Figure 1. Clock distribution (run 1).
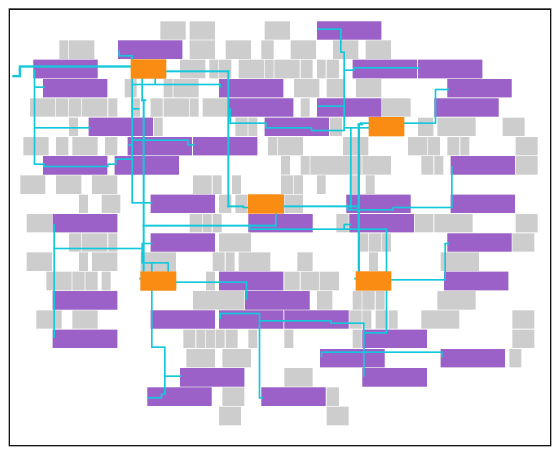
Figure 2. Where the registers sit (run 1).
Bar = 20 um. Other sequential cells in the stronger gray, the rest of the logic in the fainter gray.
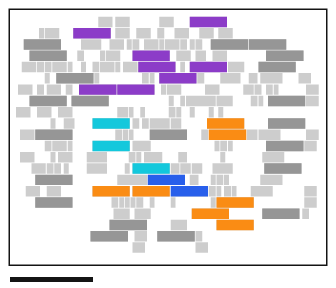
Figure 3. Cells by drive strength (run 1).
Bar = 20 um.
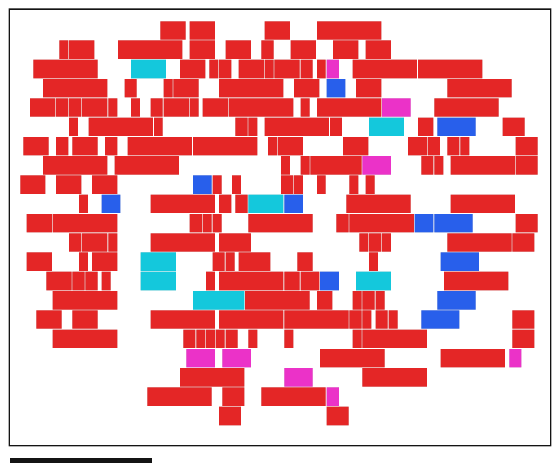
Figure 4. Placed cells, one color a class (run 1).
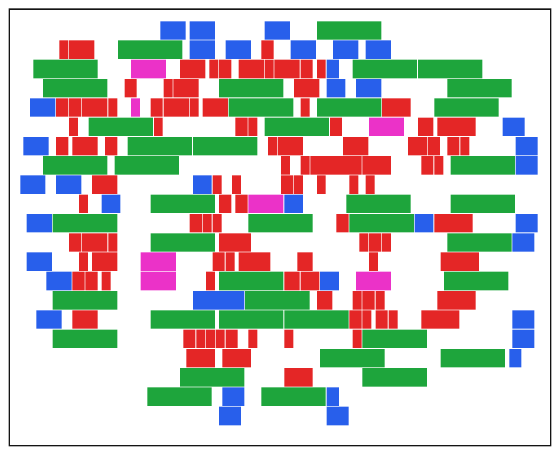
### config.mk
export PLATFORM = sky130hd
export DESIGN_NAME = serial_subtractor
export DESIGN_NICKNAME = d
export VERILOG_FILES = /design/src/rtl/alu_pkg.sv /design/src/rtl/full_adder.sv /design/src/rtl/serial_subtractor.sv
export SDC_FILE = /design/constraint.sdc
export NUM_CORES = 1
export LEC_CHECK = 0
export CAP_MARGIN = 40
export CORE_ASPECT_RATIO = 0.8
export CORE_UTILIZATION = 40
export CTS_CLUSTER_SIZE = 20
export DETAILED_ROUTE_END_ITERATION = 8
export PLACE_DENSITY = 0.65
export SYNTH_ARGS = -nofsm -noshare
export SYNTH_HDL_FRONTEND = slang
export SYNTH_HIERARCHICAL = 1
export SYNTH_SLANG_ARGS = --single-unit
export TNS_END_PERCENT = 10
### constraint.sdc
create_clock -name clk -period 1.9 [get_ports clk]
set_clock_uncertainty 0.2 [all_clocks]
set_input_delay 0.57 -clock clk [delete_from_list [all_inputs] [get_ports clk]]
set_output_delay 0.57 -clock clk [all_outputs]
set_load 0.01 [all_outputs]
### src/rtl/alu_pkg.sv
// Shared ALU definitions: controller state encoding, default operand width and op codes.
package alu_pkg;

  typedef enum logic [1:0] {
    IDLE = 2'd0,
    RUN  = 2'd1,
    DONE = 2'd2
  } state_t;

  localparam int DEFAULT_WIDTH = 8;

  localparam logic OP_ADD = 1'b0;
  localparam logic OP_SUB = 1'b1;

endpackage

### src/rtl/full_adder.sv
// Single-bit full adder cell shared by the bit-serial arithmetic units.
module full_adder (
  input  logic a,
  input  logic b,
  input  logic cin,
  output logic s,
  output logic cout
);

  assign s    = a ^ b ^ cin;
  assign cout = (a & b) | (a & cin) | (b & cin);

endmodule

### src/rtl/serial_subtractor.sv
// Bit-serial a - b (LSB first) through one full_adder cell with a start/busy/done handshake.
// Define SERIAL_SUBTRACTOR_ADD_MODE_EN to add the op port (op=1 subtract, op=0 add).
module serial_subtractor
  import alu_pkg::*;
#(
  parameter int WIDTH = DEFAULT_WIDTH
) (
  input  logic             clk,
  input  logic             rst_n,
  input  logic             start,
  input  logic [WIDTH-1:0] a,
  input  logic [WIDTH-1:0] b,
`ifdef SERIAL_SUBTRACTOR_ADD_MODE_EN
  input  logic             op,
`endif
  output logic             busy,
  output logic             done,
  output logic [WIDTH-1:0] diff,
  output logic             borrow,
  output logic             overflow
);

  localparam int CNT_W = (WIDTH > 1) ? $clog2(WIDTH) : 1;
  localparam logic [CNT_W-1:0] LAST_CNT = CNT_W'(WIDTH - 1);

  state_t           state_q, state_d;
  logic [WIDTH-1:0] a_sr_q, a_sr_d;
  logic [WIDTH-1:0] b_sr_q, b_sr_d;
  logic [WIDTH-1:0] res_sr_q, res_sr_d;
  logic [CNT_W-1:0] cnt_q, cnt_d;
  logic             carry_q, carry_d;
  logic             a_msb_q, a_msb_d;
  logic             b_msb_q, b_msb_d;
  logic [WIDTH-1:0] diff_q, diff_d;
  logic             borrow_q, borrow_d;
  logic             ovf_q, ovf_d;

  logic start_ok;
  logic last_bit;
  logic sub_mode;
  logic start_sub;
  logic fa_b, fa_s, fa_cout;

`ifdef SERIAL_SUBTRACTOR_ADD_MODE_EN
  logic sub_q, sub_d;
  assign sub_mode  = sub_q;
  assign start_sub = (op == OP_SUB);
`else
  assign sub_mode  = 1'b1;
  assign start_sub = 1'b1;
`endif

  assign start_ok = start && (state_q != RUN);
  assign last_bit = (state_q == RUN) && (cnt_q == LAST_CNT);

  // Subtraction is a + ~b + 1: invert b into the cell, carry preloaded to 1.
  assign fa_b = sub_mode ? ~b_sr_q[0] : b_sr_q[0];

  full_adder u_cell (
    .a    (a_sr_q[0]),
    .b    (fa_b),
    .cin  (carry_q),
    .s    (fa_s),
    .cout (fa_cout)
  );

  always_comb begin
    state_d = state_q;
    case (state_q)
      IDLE:    if (start) state_d = RUN;
      RUN:     if (last_bit) state_d = DONE;
      DONE:    state_d = start ? RUN : IDLE;
      default: state_d = IDLE;
    endcase
  end

  always_comb begin
    a_sr_d   = a_sr_q;
    b_sr_d   = b_sr_q;
    res_sr_d = res_sr_q;
    cnt_d    = cnt_q;
    carry_d  = carry_q;
    a_msb_d  = a_msb_q;
    b_msb_d  = b_msb_q;
    diff_d   = diff_q;
    borrow_d = borrow_q;
    ovf_d    = ovf_q;
`ifdef SERIAL_SUBTRACTOR_ADD_MODE_EN
    sub_d    = sub_q;
`endif
    if (start_ok) begin
      a_sr_d   = a;
      b_sr_d   = b;
      res_sr_d = '0;
      cnt_d    = '0;
      carry_d  = start_sub;
      a_msb_d  = a[WIDTH-1];
      b_msb_d  = b[WIDTH-1];
`ifdef SERIAL_SUBTRACTOR_ADD_MODE_EN
      sub_d    = start_sub;
`endif
    end else if (state_q == RUN) begin
      a_sr_d   = a_sr_q >> 1;
      b_sr_d   = b_sr_q >> 1;
      res_sr_d = {fa_s, res_sr_q[WIDTH-1:1]};
      carry_d  = fa_cout;
      cnt_d    = cnt_q + CNT_W'(1);
      // Visible results change only here, so they hold through a following run.
      if (last_bit) begin
        diff_d   = {fa_s, res_sr_q[WIDTH-1:1]};
        borrow_d = sub_mode ? ~fa_cout : fa_cout;
        ovf_d    = sub_mode ? ((a_msb_q != b_msb_q) && (fa_s != a_msb_q))
                            : ((a_msb_q == b_msb_q) && (fa_s != a_msb_q));
      end
    end
  end

  always_ff @(posedge clk or negedge rst_n) begin
    if (!rst_n) begin
      state_q  <= IDLE;
      a_sr_q   <= '0;
      b_sr_q   <= '0;
      res_sr_q <= '0;
      cnt_q    <= '0;
      carry_q  <= 1'b0;
      a_msb_q  <= 1'b0;
      b_msb_q  <= 1'b0;
      diff_q   <= '0;
      borrow_q <= 1'b0;
      ovf_q    <= 1'b0;
`ifdef SERIAL_SUBTRACTOR_ADD_MODE_EN
      sub_q    <= OP_SUB;
`endif
    end else begin
      state_q  <= state_d;
      a_sr_q   <= a_sr_d;
      b_sr_q   <= b_sr_d;
      res_sr_q <= res_sr_d;
      cnt_q    <= cnt_d;
      carry_q  <= carry_d;
      a_msb_q  <= a_msb_d;
      b_msb_q  <= b_msb_d;
      diff_q   <= diff_d;
      borrow_q <= borrow_d;
      ovf_q    <= ovf_d;
`ifdef SERIAL_SUBTRACTOR_ADD_MODE_EN
      sub_q    <= sub_d;
`endif
    end
  end

  assign busy     = (state_q == RUN);
  assign done     = (state_q == DONE);
  assign diff     = diff_q;
  assign borrow   = borrow_q;
  assign overflow = ovf_q;

endmodule

==> git commit body, run 1 <==
Record implementation results from latest flow run

* Antenna viol nets, final: 0
- Of the post-synthesis cell area, the dominant cell type holds 0.582.
* Status: complete, no violations
- Via count of the first global-routing pass: 1081
- Register share after synthesis: 0.582
- Die width: 76.2 um
- The synthesized netlist occupies a cell area of 1760 sq um.
- Internal power: 2.09 mW
- Cell type contributing the most total cell area after synthesis: sky130_fd_sc_hd__dfrtp_1
- Tool warnings: 26
- Including well taps, the total number of placed cells is 242.
* Total leakage power: 1.06 nW
- The final power report lists total power as 3.16 mW.
- RR Startpoint: cnt_q[0]$_DFFE_PN0P_
* Setup repair after global routing missed its margin: no
- Count of synthesis-stage warnings from yosys: 6
* Syn Nets: 179
- Per the timing report, the most critical flop-to-flop path finishes at diff[5]$_DFFE_PN0P_.
- Most used flip-flop cell after synthesis: sky130_fd_sc_hd__dfrtp_1
- By instance count after routing, the leading logic cell type is sky130_fd_sc_hd__dfrtp_1.
- The largest single stage delay on the critical path is 0.38 ns.
- Synth-to-layout area growth: 25.1%
- Insertion delay of the later-clocked pin in the worst-skew pair: 0.29 ns
- The power report attributes to the sequential group a share of 0.468.
* Period Utilization, post-route: 0.947
* Io pins: 31
- Initial cell density of the core: 0.419
* Detailed Place HPWL: 2200 um
- STA reports the tightest min-delay check as being of type input port to asynchronous set/reset pin.
- The synthesized design contains 0 enable-type register cells.
- Dividing total power by cell area gives a power density of 1430 nW/um^2.
* Netlist cell types: 21
About Figure 1:
legend:
  purple:
    item: flip-flops
    count: 41
  orange:
    item: cells driving clock nets
    count: 5
  cyan:
    item: clock wires
    length: 528 um
routed clock nets: 6
flops lie: all over the die

About Figure 2:
legend:
  cyan:
    name_in_the_netlist: `cnt_q`
    flops: 3
  blue:
    name_in_the_netlist: `state_q`
    flops: 2
  orange:
    name_in_the_netlist: `res_sr_q`
    flops: 7
  purple:
    name_in_the_netlist: `a_sr_q`
    flops: 8
    where: north
not colored: 21

About Figure 3:
legend:
  cyan:
    size: drive 6 and up
    cells: 7
    share: 3.6%
  red:
    size: drive 1 or less
    cells: 166
    share: 86%
  blue:
    size: drive 3 to 4
    cells: 11
    share: 5.7%
  magenta:
    size: drive 2
    cells: 8
    share: 4.2%
non-clock buffer count: 37
Final Instance Area: 2200 sq um
worst-case setup margin in the final layout: 0.100 ns

About Figure 4:
legend:
  red:
    class: all other logic
    cells: 107
  blue:
    class: other buffers and delay cells
    cells: 37
  magenta:
    class: clock drivers and dummy loads
    cells: 7
  green:
    class: flops
    cells: 41
Std-Cell Core Area: 4200 sq um
sequential cell area share: 0.465
Placement Rows: 21
final core utilization: 0.524

==> run 1: area by class of cell <==
cell class                      instances  area [sq um]
Fill cell                             381          2000
Sequential cell                        41          1030
Multi-Input combinational cell        103           668
Timing Repair Buffer                   37           338
Clock buffer                            7          86.3
Tap cell                               57          71.3
Inverter                                4          15.0
==> run 1: routing by layer <==
metal | track usage | share of wire
met5 | 0 | 0
met2 | 0.222 | 0.45
met1 | 0.198 | 0.49
met3 | 0.0400 | 0.037
met4 | 0.0824 | 0.021
==> run 1: worst max-delay path: cells and delay by family (launching register included) <==
| family | cells | cell delay (ns) |
|---|---|---|
| DFF | 1 | 0.38 |
| buffers and inverters | 2 | 0.21 |
| and+or+nand+nor | 1 | 0.16 |
==> run 1: how the worst max path moves through the flow <==
stage          cells after the start  slack [ns]                   start               endpoint
3_5_place_dp                       4       -0.09                   start  a_sr_q[2]$_DFFE_PN0P_
4_1_cts                            2       0.006  state_q[0]$_DFFE_PN0P_                   done
5_1_grt                            3        0.01  state_q[1]$_DFFE_PN0P_                   busy
3_3_place_gp                       4       -0.04                   start  a_sr_q[5]$_DFFE_PN0P_
2_1_floorplan                      5        0.19    cnt_q[0]$_DFFE_PN0P_    diff[3]$_DFFE_PN0P_
6_report                           3        0.10  state_q[1]$_DFFE_PN0P_                   busy
==> run 1: power groups by stage <==
stage               sequential [mW]  combinational, mW  clock [mW]
finish                         1.48               1.11       0.573
global route                   1.53               1.25       0.637
CTS                            1.48               1.13       0.591
detailed placement             1.50               1.21           0
global placement               1.48               1.17           0
floorplan                      1.49              0.740           0
==> run 1: kinds of logic after synthesis <==
| logic type | Yosys count |
|---|---|
| AND-OR/OR-AND | 29 |
| adder cells (fa/ha/maj) | 3 |
| buffers and inverters | 13 |
| flip-flops | 41 |
| multiplexers | 26 |
| AND/OR/NAND/NOR | 45 |
--- run 2 (diff from run 1) ---
Settings changed: DONT_BUFFER_PORTS from default to 1, PLACE_DENSITY 0.65 to 0.56.
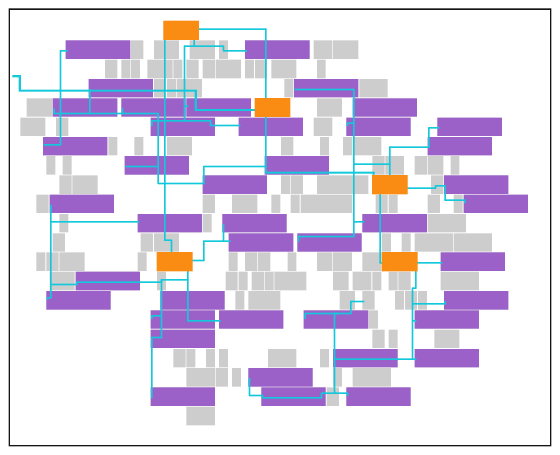
Figure 5: run 2, clock distribution.
legend:
  cyan:
    item: clock wires
    length: 484 um
  orange:
    item: cells driving clock nets
    count: 5
  purple:
    item: flip-flops
    count: 41
routed clock nets: 6

==> git commit body, run 2 <==
Record implementation results from latest flow run

* Status: complete, no violations
* Setup repair after global routing missed its margin: no
- RR Endpoint: diff[7]$_DFFE_PN0P_
- Via count of the first global-routing pass: 1031
- Number of cells after detailed placement: 209
- Antenna viol nets, final: 0
* Cell type contributing the most total cell area after synthesis: sky130_fd_sc_hd__dfrtp_1
- Initial cell density of the core: 0.419
* Critical path's top delay family: flip-flops
* Count of flip-flops with a built-in enable after synthesis: 0
* Total leakage power: 0.920 nW
- The finished cells cover 1920 sq um.
- The largest single stage delay on the critical path is 0.38 ns.
- RR Startpoint: cnt_q[0]$_DFFE_PN0P_
* Total area of multi-input combinational cells: 668 sq um
- Synth-to-layout area growth: 9.16%
- Io pins: 31
- Internal power: 1.93 mW
- Tool warnings: 26
- The critical path crosses 2 cells after its start point.
- Period Utilization, post-route: 0.956
- Power per cell area: 1540 nW/um^2
- In this run the core area contains 21 standard-cell rows.
* Most used flip-flop cell after synthesis: sky130_fd_sc_hd__dfrtp_1
* Syn Nets: 179
- During synthesis, Yosys emitted a total of 6 warnings.
- Once routing completed, OpenROAD measured the worst setup slack at 0.0832 ns.
- The die is 76.2 um wide.
- Last element of the critical path: busy
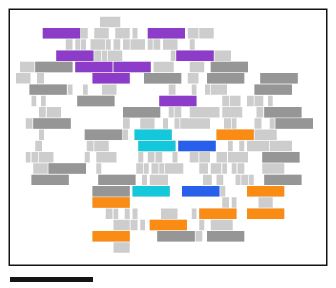
Figure 6: run 2, where the registers sit.
Bar = 20 um. Other sequential cells in the stronger gray, the rest of the logic in the fainter gray.
sequential cell area in the final layout: 1030 sq um
Flop+latch power: 1.55 mW
final core utilization: 0.457

-- run 2: cell types whose count changed in the layout (fill, tap and decap cells not counted), sizes merged --
cell           delta
buf               -4
clkbuf            -2
clkdlybuf4s50    -17
clkinv            +2
dlygate4sd2      -10
dlygate4sd3       +1
-- run 2: area by class of cell --
class,count,share of cell area
clock inverters,2,0.00520
inverters,4,0.00781
repair buffers,6,0.0312
clock buffers,6,0.0377
flip-flops and latches,41,0.534
well taps,57,0.0371
multi-input cells,103,0.347
-- run 2: layer usage --
layer  GRT usage  wire [um]
met5           0          0
met4      0.0659          0
met3      0.0548        168
met2       0.221       1430
met1       0.195       1450
-- run 2: worst register-to-register path: stages (launching register included) --
cell and delay, ns:
sky130_fd_sc_hd__dfrtp_1 0.40, sky130_fd_sc_hd__ha_1 0.20, sky130_fd_sc_hd__ha_1 0.19, sky130_fd_sc_hd__nand3b_1 0.10, sky130_fd_sc_hd__buf_4 0.18, sky130_fd_sc_hd__mux2_4 0.31
-- run 2: repair_timing --
| item | CTS | global route |
|---|---|---|
| setup endpoints to repair | 0 | 1 |
| hold buffers | 2 | 0 |
| resized | 0 | 1 |
| hold endpoints to repair | 41 | 0 |
-- run 2: cell families after synthesis --
kind of cell,Yosys count,synth area share
AND/OR/NAND/NOR,45,0.105
flip-flops,41,0.582
AND-OR/OR-AND,29,0.0831
multiplexers,26,0.165
buffers and inverters,13,0.0383
adder cells (fa/ha/maj),3,0.0256
-- run 2: power groups by stage --
| stage | Clock [mW] | Sequential, mW | Combinational (mW) |
|---|---|---|---|
| after floorplan | 0 | 1.49 | 0.740 |
| after global placement | 0 | 1.55 | 0.827 |
| after detailed placement | 0 | 1.57 | 0.868 |
| after CTS | 0.562 | 1.56 | 0.897 |
| after global routing | 0.604 | 1.61 | 1.04 |
| final | 0.535 | 1.55 | 0.882 |
--- run 3 (diff from run 2) ---
Settings changed: CAP_MARGIN 40 to 20.
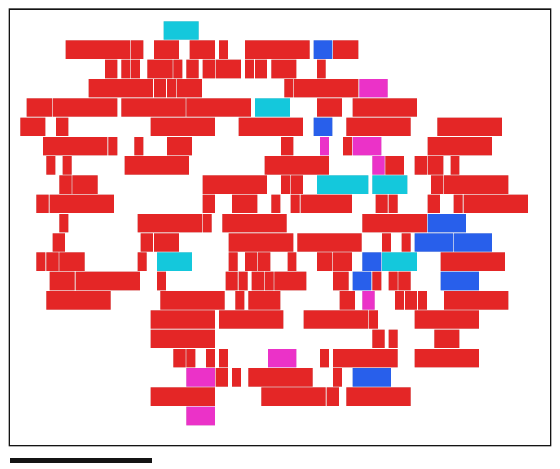
Figure 7: run 3, cells by drive strength.
Bar = 20 um.
legend:
  cyan:
    size: drive 6 and up
    cells: 6
    share: 3.7%
  blue:
    size: drive 3 to 4
    cells: 9
    share: 5.6%
  magenta:
    size: drive 2
    cells: 8
    share: 4.9%
  red:
    size: drive 1 or less
    cells: 139
    share: 86%

==> git commit body, run 3 <==
Record implementation results from latest flow run

* Antenna viol nets, final: 0
- Pin placement for this block handled 31 I/O pins.
* Total leakage power: 0.920 nW
- The global routing stage identified its most utilized layer as met2.
* Detailed Place HPWL: 2090 um
* Maximum single-stage delay on the critical path: 0.38 ns
- The most critical min-delay path falls under input port to flop.
- Worst-case setup margin in the final layout: 0.0832 ns
* Placement Rows: 21
* Topmost layer with routed signal wires: met3
* Sum of met3 wire segment lengths after detailed routing: 168 um
- Met2 wirelength from detailed routing: 1430 um
* Total area of multi-input combinational cells: 668 sq um
- Met1 usage in global routing: 0.195
* Count of flip-flops with a built-in enable after synthesis: 0
- Netlist cell types: 21
- Power per cell area: 1540 nW/um^2
- On the critical path the largest part of the delay comes from flip-flops.
* Status: complete, no violations
* Area fraction of the dominant cell type after synthesis: 0.582
- The die is 76.2 um wide.
- Tool warnings: 26
- Std-Cell Core Area: 4200 sq um
- The timing report notes that buffer and inverter cells on the critical path total 1.
- Count of synthesis-stage warnings from yosys: 6
* Post-Synthesis Cell Area: 1760 sq um
- The share of the Yosys chip area taken by registers is 0.582.
* Most used flip-flop cell after synthesis: sky130_fd_sc_hd__dfrtp_1
* Synth-to-layout area growth: 9.16%
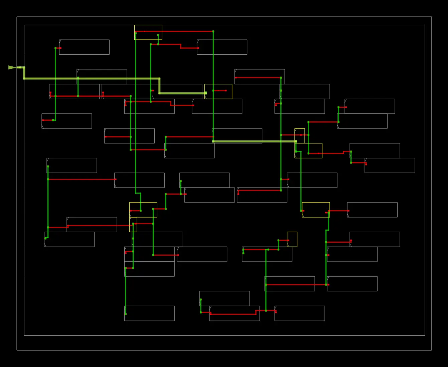
Figure 8: run 3, clock nets.
clock tree buffer count of the final layout: 6
CTS Sinks: 41
Flop Count: 41
Inserted Clock Buffers: 5
power consumed by the clock network: 0.535 mW

-- run 3: per-stage QoR --
stage	utilization	area (sq um)	power, mW
after global placement	0.431	1810	2.38
final	0.457	1920	2.97
after CTS	0.457	1920	3.01
after global routing	0.457	1920	3.25
after detailed placement	0.431	1810	2.44
after floorplan	-	1760	2.23
-- run 3: layout make-up --
cell class,instances,area share
inverters,4,0.00781
clock buffers,6,0.0377
multi-input cells,103,0.347
well taps,57,0.0371
repair buffers,6,0.0312
clock inverters,2,0.00520
flip-flops and latches,41,0.534
-- run 3: power breakdown --
part,switching [mW],internal [mW]
combinational,0.466,0.417
clock,0.281,0.254
sequential,0.296,1.26
total,1.04,1.93
-- run 3: worst paths after layout --
kind                                              from  cells after the start               endpoint  slack, ns
worst max-delay path            state_q[1]$_DFFE_PN0P_                      2                   busy       0.08
worst max register to register    cnt_q[0]$_DFFE_PN0P_                      5    diff[7]$_DFFE_PN0P_       0.21
min in group asynchronous                        rst_n                      2  a_sr_q[0]$_DFFE_PN0P_       0.58
max in group asynchronous                        rst_n                      2    diff[4]$_DFFE_PN0P_       0.72
worst min-delay path                              a[7]                      1    a_msb_q$_DFFE_PN0P_       0.23
worst min register to register   b_sr_q[1]$_DFFE_PN0P_                      2  b_sr_q[0]$_DFFE_PN0P_       0.28
-- run 3: logic make-up after synthesis --
| family | count (synthesis) | synth area share |
|---|---|---|
| AOI/OAI and AO/OA | 29 | 0.0831 |
| adders and majority gates | 3 | 0.0256 |
| buffers and inverters | 13 | 0.0383 |
| DFF | 41 | 0.582 |
| muxes | 26 | 0.165 |
| and+or+nand+nor | 45 | 0.105 |
-- run 3: what timing repair did --
| item | CTS | global route |
|---|---|---|
| hold buffers | 2 | 0 |
| endpoints found under the hold margin | 41 | 0 |
| setup endpoints to repair | 0 | 1 |
| resized | 0 | 1 |
Power is estimated from default activity; no workload was simulated.
